Figure 1. Sequential cells grouped by signal name (run 1).
Other sequential cells in the stronger grey, the rest of the logic in the fainter grey.
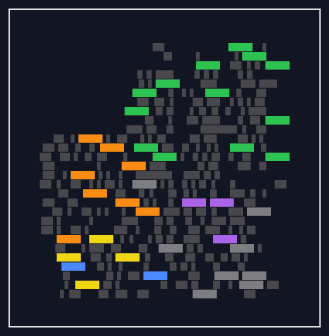
Figure 2. Floorplan with the power grid (run 1).
Pins as bars on the die edge.
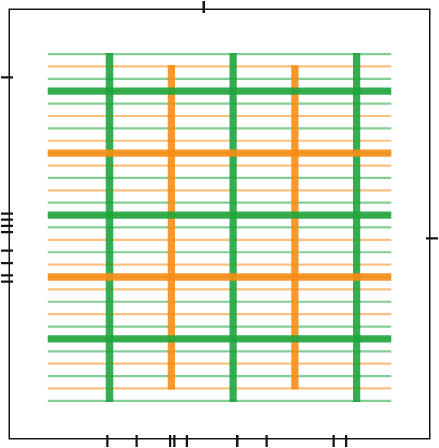
Figure 3. Selected gate families (run 1).
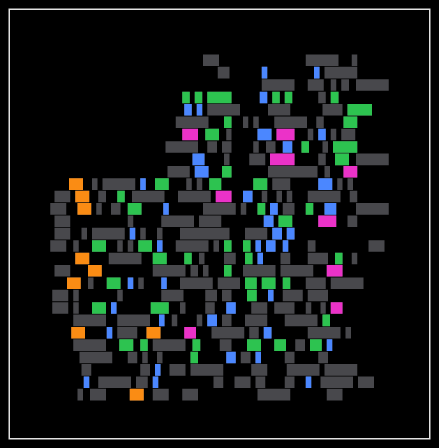
===== src/rtl/ps2_host_tx.sv =====
// PS/2 host-to-device transmitter: inhibit, start bit, 8 data bits LSB first, odd parity, stop, ack.
// Latency: INHIBIT_CYCLES + 1 clk before the clock line is released, then 11 device clock falls plus line-idle wait.
// Backpressure: tx_ready is high only in IDLE; tx_valid outside IDLE is ignored and the held byte is taken on return.
// Optional device-clock timeout is built when PS2_HOST_TX_TIMEOUT_EN is defined.
module ps2_host_tx #(
  parameter int unsigned INHIBIT_CYCLES = 5000,
  parameter int unsigned TIMEOUT_CYCLES = 750000
) (
  input  logic       clk,
  input  logic       rst,
  input  logic [7:0] tx_data,
  input  logic       tx_valid,
  output logic       tx_ready,
  input  logic       ps2_clk_in,
  input  logic       ps2_data_in,
  output logic       ps2_clk_oe,
  output logic       ps2_data_oe,
  output logic       busy,
  output logic       tx_done,
  output logic       tx_ack_ok,
  output logic       tx_error
);

  typedef enum logic [2:0] {
    S_IDLE,
    S_INHIBIT,
    S_START,
    S_DATA,
    S_PARITY,
    S_STOP,
    S_ACK,
    S_WAIT_IDLE
  } state_t;

  // Inhibit counter runs 0 .. INHIBIT_CYCLES-1
  localparam int unsigned INH_W = (INHIBIT_CYCLES > 1) ? $clog2(INHIBIT_CYCLES) : 1;
  localparam logic [INH_W-1:0] INH_LAST = INH_W'(INHIBIT_CYCLES - 1);

  state_t           state_q, state_d;
  logic [7:0]       shift_q, shift_d;
  logic             parity_q, parity_d;
  logic [3:0]       bit_cnt_q, bit_cnt_d;
  logic [INH_W-1:0] inh_cnt_q, inh_cnt_d;
  logic             data_oe_q, data_oe_d;
  logic             ack_q, ack_d;
  logic             done_d, ack_ok_d, err_d;

  // Line synchronisers; reset to the idle (high) level so reset never fakes a falling edge
  logic [1:0] clk_sync_q, data_sync_q;
  logic       clk_prev_q;
  logic       clk_cur, data_cur, clk_fall;

  assign clk_cur  = clk_sync_q[1];
  assign data_cur = data_sync_q[1];
  assign clk_fall = clk_prev_q & ~clk_cur;

`ifdef PS2_HOST_TX_TIMEOUT_EN
  // Timeout counter runs 0 .. TIMEOUT_CYCLES-1 between progress events
  localparam int unsigned TO_W = (TIMEOUT_CYCLES > 1) ? $clog2(TIMEOUT_CYCLES) : 1;
  localparam logic [TO_W-1:0] TO_LAST = TO_W'(TIMEOUT_CYCLES - 1);

  logic [TO_W-1:0] to_cnt_q, to_cnt_d;
  logic            err_q;
  logic            frame_active;
  logic            progress;
`else
  // Timeout disabled: the parameter stays on the interface so both builds share one instantiation
  if (TIMEOUT_CYCLES == 0) begin : g_timeout_unused
  end
`endif

  // Two-flop synchronisers plus previous clock level for falling-edge detection
  always_ff @(posedge clk) begin
    if (rst) begin
      clk_sync_q  <= 2'b11;
      data_sync_q <= 2'b11;
      clk_prev_q  <= 1'b1;
    end else begin
      clk_sync_q  <= {clk_sync_q[0], ps2_clk_in};
      data_sync_q <= {data_sync_q[0], ps2_data_in};
      clk_prev_q  <= clk_sync_q[1];
    end
  end

  // Next-state and datapath decisions for the frame sequencer
  always_comb begin
    state_d   = state_q;
    shift_d   = shift_q;
    parity_d  = parity_q;
    bit_cnt_d = bit_cnt_q;
    inh_cnt_d = inh_cnt_q;
    data_oe_d = data_oe_q;
    ack_d     = ack_q;
    done_d    = 1'b0;
    ack_ok_d  = 1'b0;
    err_d     = 1'b0;

    case (state_q)
      S_IDLE: begin
        data_oe_d = 1'b0;
        if (tx_valid) begin
          shift_d   = tx_data;
          parity_d  = ~^tx_data;
          inh_cnt_d = '0;
          state_d   = S_INHIBIT;
        end
      end

      S_INHIBIT: begin
        if (inh_cnt_q == INH_LAST) begin
          data_oe_d = 1'b1;
          state_d   = S_START;
        end else begin
          inh_cnt_d = inh_cnt_q + 1'b1;
        end
      end

      S_START: begin
        bit_cnt_d = '0;
        state_d   = S_DATA;
      end

      S_DATA: begin
        if (clk_fall) begin
          data_oe_d = ~shift_q[0];
          shift_d   = {1'b0, shift_q[7:1]};
          bit_cnt_d = bit_cnt_q + 1'b1;
          if (bit_cnt_q == 4'd7) begin
            state_d = S_PARITY;
          end
        end
      end

      S_PARITY: begin
        if (clk_fall) begin
          data_oe_d = ~parity_q;
          state_d   = S_STOP;
        end
      end

      S_STOP: begin
        if (clk_fall) begin
          data_oe_d = 1'b0;
          state_d   = S_ACK;
        end
      end

      S_ACK: begin
        if (clk_fall) begin
          ack_d   = ~data_cur;
          state_d = S_WAIT_IDLE;
        end
      end

      S_WAIT_IDLE: begin
        if (clk_cur && data_cur) begin
          done_d   = 1'b1;
          ack_ok_d = ack_q;
          state_d  = S_IDLE;
        end
      end

      default: begin
        data_oe_d = 1'b0;
        state_d   = S_IDLE;
      end
    endcase

`ifdef PS2_HOST_TX_TIMEOUT_EN
    // A clock fall (or leaving WAIT_IDLE) restarts the window; expiry aborts the frame
    to_cnt_d = to_cnt_q;
    if (state_q == S_START) begin
      to_cnt_d = '0;
    end else if (frame_active) begin
      if (progress) begin
        to_cnt_d = '0;
      end else if (to_cnt_q == TO_LAST) begin
        to_cnt_d  = '0;
        data_oe_d = 1'b0;
        done_d    = 1'b1;
        ack_ok_d  = 1'b0;
        err_d     = 1'b1;
        state_d   = S_IDLE;
      end else begin
        to_cnt_d = to_cnt_q + 1'b1;
      end
    end
`endif
  end

`ifdef PS2_HOST_TX_TIMEOUT_EN
  assign frame_active = (state_q == S_DATA) || (state_q == S_PARITY) || (state_q == S_STOP) ||
                        (state_q == S_ACK) || (state_q == S_WAIT_IDLE);
  assign progress     = clk_fall || ((state_q == S_WAIT_IDLE) && clk_cur && data_cur);

  // Timeout counter and registered error flag
  always_ff @(posedge clk) begin
    if (rst) begin
      to_cnt_q <= '0;
      err_q    <= 1'b0;
    end else begin
      to_cnt_q <= to_cnt_d;
      err_q    <= err_d;
    end
  end

  assign tx_error = err_q;
`else
  assign tx_error = 1'b0;
`endif

  // Sequencer state, shift register, counters and registered status outputs
  always_ff @(posedge clk) begin
    if (rst) begin
      state_q   <= S_IDLE;
      shift_q   <= '0;
      parity_q  <= 1'b0;
      bit_cnt_q <= '0;
      inh_cnt_q <= '0;
      data_oe_q <= 1'b0;
      ack_q     <= 1'b0;
      tx_done   <= 1'b0;
      tx_ack_ok <= 1'b0;
    end else begin
      state_q   <= state_d;
      shift_q   <= shift_d;
      parity_q  <= parity_d;
      bit_cnt_q <= bit_cnt_d;
      inh_cnt_q <= inh_cnt_d;
      data_oe_q <= data_oe_d;
      ack_q     <= ack_d;
      tx_done   <= done_d;
      tx_ack_ok <= ack_ok_d;
    end
  end

  // The clock line is pulled low only while inhibiting and during the start-bit cycle
  assign ps2_clk_oe  = (state_q == S_INHIBIT) || (state_q == S_START);
  assign ps2_data_oe = data_oe_q;
  assign tx_ready    = (state_q == S_IDLE);
  assign busy        = (state_q != S_IDLE);

endmodule


===== config.mk =====
export PLATFORM = sky130hd
export DESIGN_NAME = ps2_host_tx
export DESIGN_NICKNAME = d
export VERILOG_FILES = /design/src/rtl/ps2_host_tx.sv
export SDC_FILE = /design/constraint.sdc
export NUM_CORES = 1
export LEC_CHECK = 0
export CAP_MARGIN = 20
export CELL_PAD_IN_SITES_DETAIL_PLACEMENT = 1
export CELL_PAD_IN_SITES_GLOBAL_PLACEMENT = 2
export CORE_AREA = 8 8 84 86
export DETAILED_ROUTE_END_ITERATION = 8
export DIE_AREA = 0 0 92 94
export PLACE_DENSITY = 0.88
export SYNTH_ARGS = -nofsm -noshare
export SYNTH_HDL_FRONTEND = slang
export SYNTH_SLANG_ARGS = --single-unit

===== constraint.sdc =====
create_clock -name clk -period 4.1 [get_ports clk]
set_clock_uncertainty 0.15 [all_clocks]
set_input_delay 0.41 -clock clk [delete_from_list [all_inputs] [get_ports clk]]
set_output_delay 0.41 -clock clk [all_outputs]
set_load 0.005 [all_outputs]

==> run notes, run 1 <==
Latest figures from synthesis and place and route.

Per the detail_route log, the uppermost layer with routed signals is met4. The cell area after synthesis is between 2000 and 2500 um^2. The worst pin sits at a relative slew slack of 0.494. The starting density of the core is 0.356. The met2 routed wirelength is 2240 um. The post-route fraction of the period consumed by the critical path is 0.695. The overall die size recorded for this design is ~8600 um^2.

The worst setup path is launched from a register. After detailed placement, the design holds a cell count of 329. The met1 routed wirelength after detailed routing is about 2600 um. In the final design database the tool counted about 280 nets. The cell count listed in synth_stat.txt is between 200 and 250. Entering global routing, the biggest net connects 35 pins. Counting the buffers created by CTS gives 5. The layout summary lists the proportion of cells stronger than drive strength 1 as 0.103.

The tool warning count is 30. The commonest cells after synthesis are nand2_1, dfxtp_1, nor2_1. In the layout the commonest cells are nand2_1, dfxtp_1, nor2_1. The total power is ~1500 uW.

Relative to the synthesized area, the layout overhead comes to 18.2%. The number of cell rows is 28. The clock-pin slew on the worst setup and hold paths is around 80 ps. The length of the first detailed-routing pass in iterations is 4.

In the global route stage, met1 resource usage came out at 0.161. The number of filler cells placed in the layout is 690. For this design, the CTS-stage hold fixing added 0 buffers.

The number of global-route vias before repair is approximately 1800. The final tally of setup violations is 0. The maximum achievable frequency is 0.351 GHz. The finished layout holds ~340 standard cells, fillers aside. Of all flip-flops after synthesis, the portion carrying an async set or reset was 0. For reference, the critical path cell chain is ha_1 -> nor2b_1 -> nand2_1 -> a21boi_2 -> nor2_1 -> a311oi_1. The clock tree from TritonCTS is built. The run finished with clean final reports. The total DRC errors in the routed layout is 0.
-- Figure 1 (at the start) --
green -> `inh_cnt_q`  # sequential cells 13
yellow -> `bit_cnt_q`  # sequential cells 4, where lower left
blue -> `clk_sync_q`  # sequential cells 2
purple -> `state_q`  # sequential cells 3
orange -> `shift_q`  # sequential cells 8
sequential share of cell area: 0.314
Sequential cell area: 761 um^2
total sequential power: 474 uW

-- Figure 2 (at the start) --
green -> VSS
orange -> VDD
met5 straps = 5
rows = 28
placeable core area: 5750 um^2
Die Span Y: 94 um
maximum vdd ir drop: 0.226 mV
Die W: 92 um

-- Figure 3 (at the start) --
magenta -> AND-OR and OR-AND gates  # cells 9
green -> inverting AOI/OAI gates  # cells 46, most used a21oi_1
blue -> NOR gates  # cells 41, most used nor2_1
orange -> XOR/XNOR gates  # cells 9, most used xnor2_1

-- run 1: registers in the layout (all words and copies together), names as in the netlist --
name	cells
data_sync_q	2
state_q	3
ack_q	1
inh_cnt_q	13
clk_sync_q	2
tx_ack_ok	1
parity_q	1
clk_prev_q	1
ps2_data_oe	1
shift_q	8
tx_done	1
bit_cnt_q	4
-- run 1: cell families after synthesis --
logic type               after synthesis  synth area share
adder cells (fa/ha/maj)                7            0.0428
XOR/XNOR                               9            0.0385
AND/OR/NAND/NOR                      117             0.293
flip-flops                            38             0.371
multiplexers                           1           0.00489
AND-OR/OR-AND                         55             0.208
buffers and inverters                 19            0.0397
other                                  1           0.00183
-- run 1: power breakdown --
part	switching, uW	internal [uW]	total [uW]
clock network	139	260	399
registers	41.6	432	474
logic	349	234	584
total	530	926	1460
-- run 1: cell type report --
cell class / count / area share
multi-input combinational: 190 / 0.498
sequential: 38 / 0.314
timing repair buffer: 20 / 0.0806
tap: 75 / 0.0388
clock buffer: 6 / 0.0341
clock inverter: 2 / 0.0248
inverter: 6 / 0.00930
-- run 1: how the worst min path moves through the flow --
stage / startpoint / to / depth (start not counted)
after floorplan: clk_sync_q[0]$_SDFF_PP1_ / clk_sync_q[1]$_SDFF_PP1_ / 1
after global placement: data_sync_q[0]$_SDFF_PP1_ / data_sync_q[1]$_SDFF_PP1_ / 1
after detailed placement: data_sync_q[0]$_SDFF_PP1_ / data_sync_q[1]$_SDFF_PP1_ / 1
after CTS: data_sync_q[0]$_SDFF_PP1_ / data_sync_q[1]$_SDFF_PP1_ / 1
after global routing: data_sync_q[0]$_SDFF_PP1_ / data_sync_q[1]$_SDFF_PP1_ / 1
final: data_sync_q[0]$_SDFF_PP1_ / data_sync_q[1]$_SDFF_PP1_ / 1
Figure 4. Layout detail (run 1).
Window x 0 to 50, y 44 to 94 um. Cells in grey, sequential cells in the stronger grey; small squares are vias.
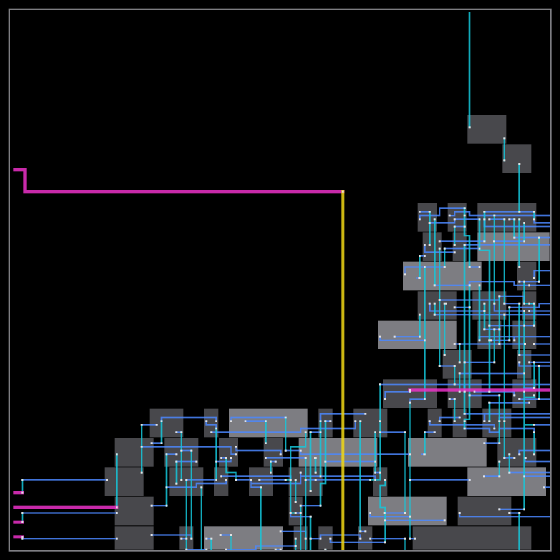

==> run 2, diff against run 1 <==
Settings changed: CORE_AREA 8 8 84 86 to 8 8 87 89, DIE_AREA 0 0 92 94 to 0 0 95 97, PLACE_DENSITY 0.88 to 0.83.
Clock period 4.1 ns to 2.95 ns, I/O delays scaled along.
Figure 5. Layout detail (run 2).
Window x 0 to 50, y 47 to 97 um. Cells in grey, sequential cells in the stronger grey; small squares are vias.
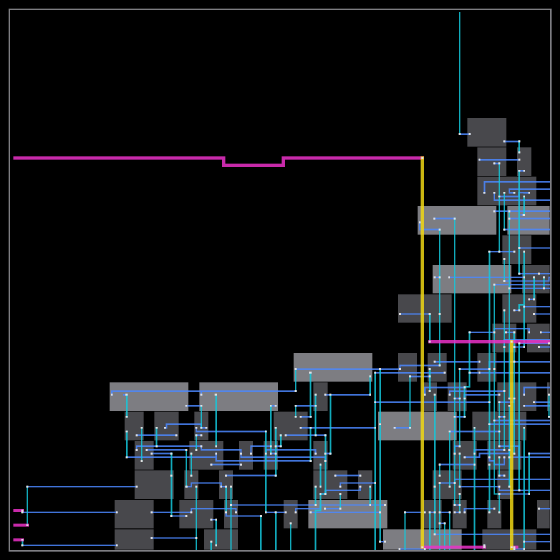
magenta -> metal 3
cyan -> metal 2
yellow -> metal 4
blue -> metal 1
cells with their middle in the window = 55
sequential cells in the window = 9
netlist names of flops here include = `inh_cnt_q` (4), `shift_q` (4)
most frequent = nand2_1 (10), dfxtp_1 (9)

Figure 6. Floorplan with the power grid (run 2).
Pins as bars on the die edge.
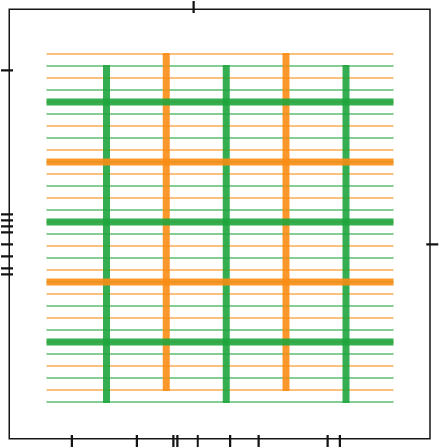
orange -> VDD
green -> VSS
signal pins = 20
met1 rails = 30
rows = 29
met5 straps = 5

Figure 7. Sequential cells grouped by signal name (run 2).
Other sequential cells in the stronger grey, the rest of the logic in the fainter grey.
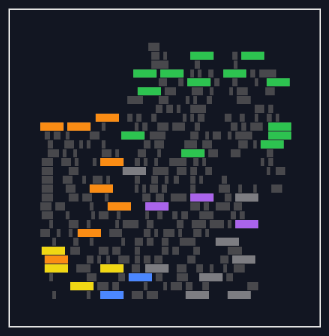
green -> `inh_cnt_q`  # sequential cells 13
blue -> `clk_sync_q`  # sequential cells 2
purple -> `state_q`  # sequential cells 3
orange -> `shift_q`  # sequential cells 8, where middle left
yellow -> `bit_cnt_q`  # sequential cells 4, where lower left
not coloured = 8
utilization after layout: 0.385
sequential share of cell area: 0.319
total sequential power: 656 uW

==> run notes, run 2 <==
Latest figures from synthesis and place and route.

Outcome: completed (unchanged). The reported clock group power came to 376 uW (was 399 uW). The width of the die is 95 um (was 92 um).

The internal power contribution was 1120 uW (was 926 uW). The nature of the critical path startpoint is a register (unchanged). The number of buffers added by the clock tree synthesis step is 5 (unchanged). The final timing summary puts the cycle share of the worst path at 0.822. The net switching power of the design is 732 uW (was 530 uW). The clock-pin slew on the worst setup and hold paths was 70 ps (was 80 ps). The die area was 9220 um^2 (was 8650 um^2).

The level count of the clock H-tree came to 2 (unchanged). The total power is 1850 uW (was 1460 uW). The clock share of power came to 0.203 (was 0.274). The relative contribution of sequential cells to total power is 0.355 (was 0.325). The floorplan die height is 97 um (was 94 um). The maximum resistive drop on vdd is 0.286 mV (was 0.226 mV). The length of the first detailed-routing pass in iterations was 4 (unchanged). The tool warning count came to 30 (unchanged). The net total in the final layout is 283 (was 281). The startpoint of the lowest-slack hold path is data_sync_q[0]$_SDFF_PP1_ (unchanged). The number of filler cells placed in the layout is 754 (was 690). The relative slew slack is 0.575 (was 0.494). The number of flip-flops under the largest register name is 13 (unchanged). The cell count of the worst hold path is 1 (unchanged). The number of cell rows was 29 (was 28). The register with the most flip-flops is inh_cnt_q (unchanged). The arrival time at the worst endpoint was 1980 ps (was 2890 ps).

The floorplan core area came to 6200 um^2 (was 5750 um^2). The total routing usage reported by global routing is 0.125 (about the same). The quantity of hold-fixing buffers added after cts was 0 (unchanged). The layout overhead on the synthesized area came to 16.6% (was 18.2%).

The dominant power group was combinational cells (unchanged). The area fraction of the dominant cell type after synthesis came to 0.371 (unchanged). The reported combinational group power is 818 uW (was 584 uW). The class of the tightest hold or removal check is reg -> reg (unchanged). Leading cell types in the layout, fill and taps excluded: nand2_1, dfxtp_1, nor2_1 (unchanged). The starting density of the core is 0.330 (was 0.356). Largest registers in the final layout: inh_cnt_q x13, shift_q x8, bit_cnt_q x4 (unchanged). The cell area after synthesis is 2050 um^2 (unchanged). The combinational power share came to 0.442 (was 0.401). The fraction of final layout cells sized beyond drive strength 1 is 0.106 (was 0.103). The number of global-route vias before repair is 1815 (was 1818). The clock tree from TritonCTS is built (unchanged). Most common library cells after synthesis: nand2_1, dfxtp_1, nor2_1 (unchanged). The summed area of non-filler cells in the final layout is 2390 um^2 (was 2420 um^2). The switching power as a share of total power is 0.396 (was 0.364). The library cell with the largest summed area after synthesis is dfxtp_1 (unchanged). The maximum achievable frequency is roughly 0.41 GHz. The final tally of setup violations is 0 (unchanged). The total DRC errors in the routed layout is 0 (unchanged). Cells along the critical path: inv_1 -> ha_1 -> and2b_1 -> clkdlybuf4s50_1 (was ha_1 -> nor2b_1 -> nand2_1 -> a21boi_2 -> nor2_1 -> a311oi_1). The register share after synthesis was 0.371 (unchanged). The maximum number of pins on one net before global-route repair was 34 (was 35). The cell count listed in synth_stat.txt is 247 (unchanged). The proportion of register bits with asynchronous set or reset after synthesis is 0 (unchanged).
[run 2: cell counts after synthesis]
Identical to the previous run, type by type.
[run 2: cell families after synthesis]
| group | Yosys count | share of synthesized area |
|---|---|---|
| buffers and inverters | 19 | 0.0397 |
| AND/OR/NAND/NOR | 117 | 0.293 |
| XOR/XNOR | 9 | 0.0385 |
| multiplexers | 1 | 0.00489 |
| other | 1 | 0.00183 |
| AND-OR/OR-AND | 55 | 0.208 |
| flip-flops | 38 | 0.371 |
| adder cells (fa/ha/maj) | 7 | 0.0428 |
[run 2: stage by stage]
step / setup slack (ps) / hold slack [ps] / std cells
2_1_floorplan: 848 / 239 / 247
3_3_place_gp: 668 / 244 / 333
3_5_place_dp: 588 / 247 / 333
4_1_cts: 504 / 270 / 341
5_1_grt: 333 / 282 / 341
6_report: 526 / 265 / 341
[run 2: path summary, 6_finish.rpt]
check             slack (ps)                   endpoint
setup / recovery         530                   tx_ready
hold / removal           260  data_sync_q[1]$_SDFF_PP1_
setup reg to reg         580    shift_q[5]$_SDFFE_PP0P_
hold reg to reg          260  data_sync_q[1]$_SDFF_PP1_
[run 2: area by class of cell]
class / instances / area [um^2] / share of cell area
multi-input combinational: 190 / 1210 / 0.505
tap: 77 / 96.3 / 0.0404
sequential: 38 / 761 / 0.319
timing repair buffer: 22 / 210 / 0.0881
clock inverter: 1 / 5.00 / 0.00210
inverter: 6 / 22.5 / 0.00943
clock buffer: 7 / 86.3 / 0.0362
[run 2: layer usage]
metal | up-vias | share of wire | GRT usage
met1 | 851 | 0.52 | 0.171
met3 | 6 | 0.022 | 0.0255
met5 | - | 0 | 0
met2 | 19 | 0.45 | 0.186
met4 | 0 | 0.014 | 0.0433
li1 | 917 | - | -
Power figures rest on the tool's default switching activity, not on a simulated workload.
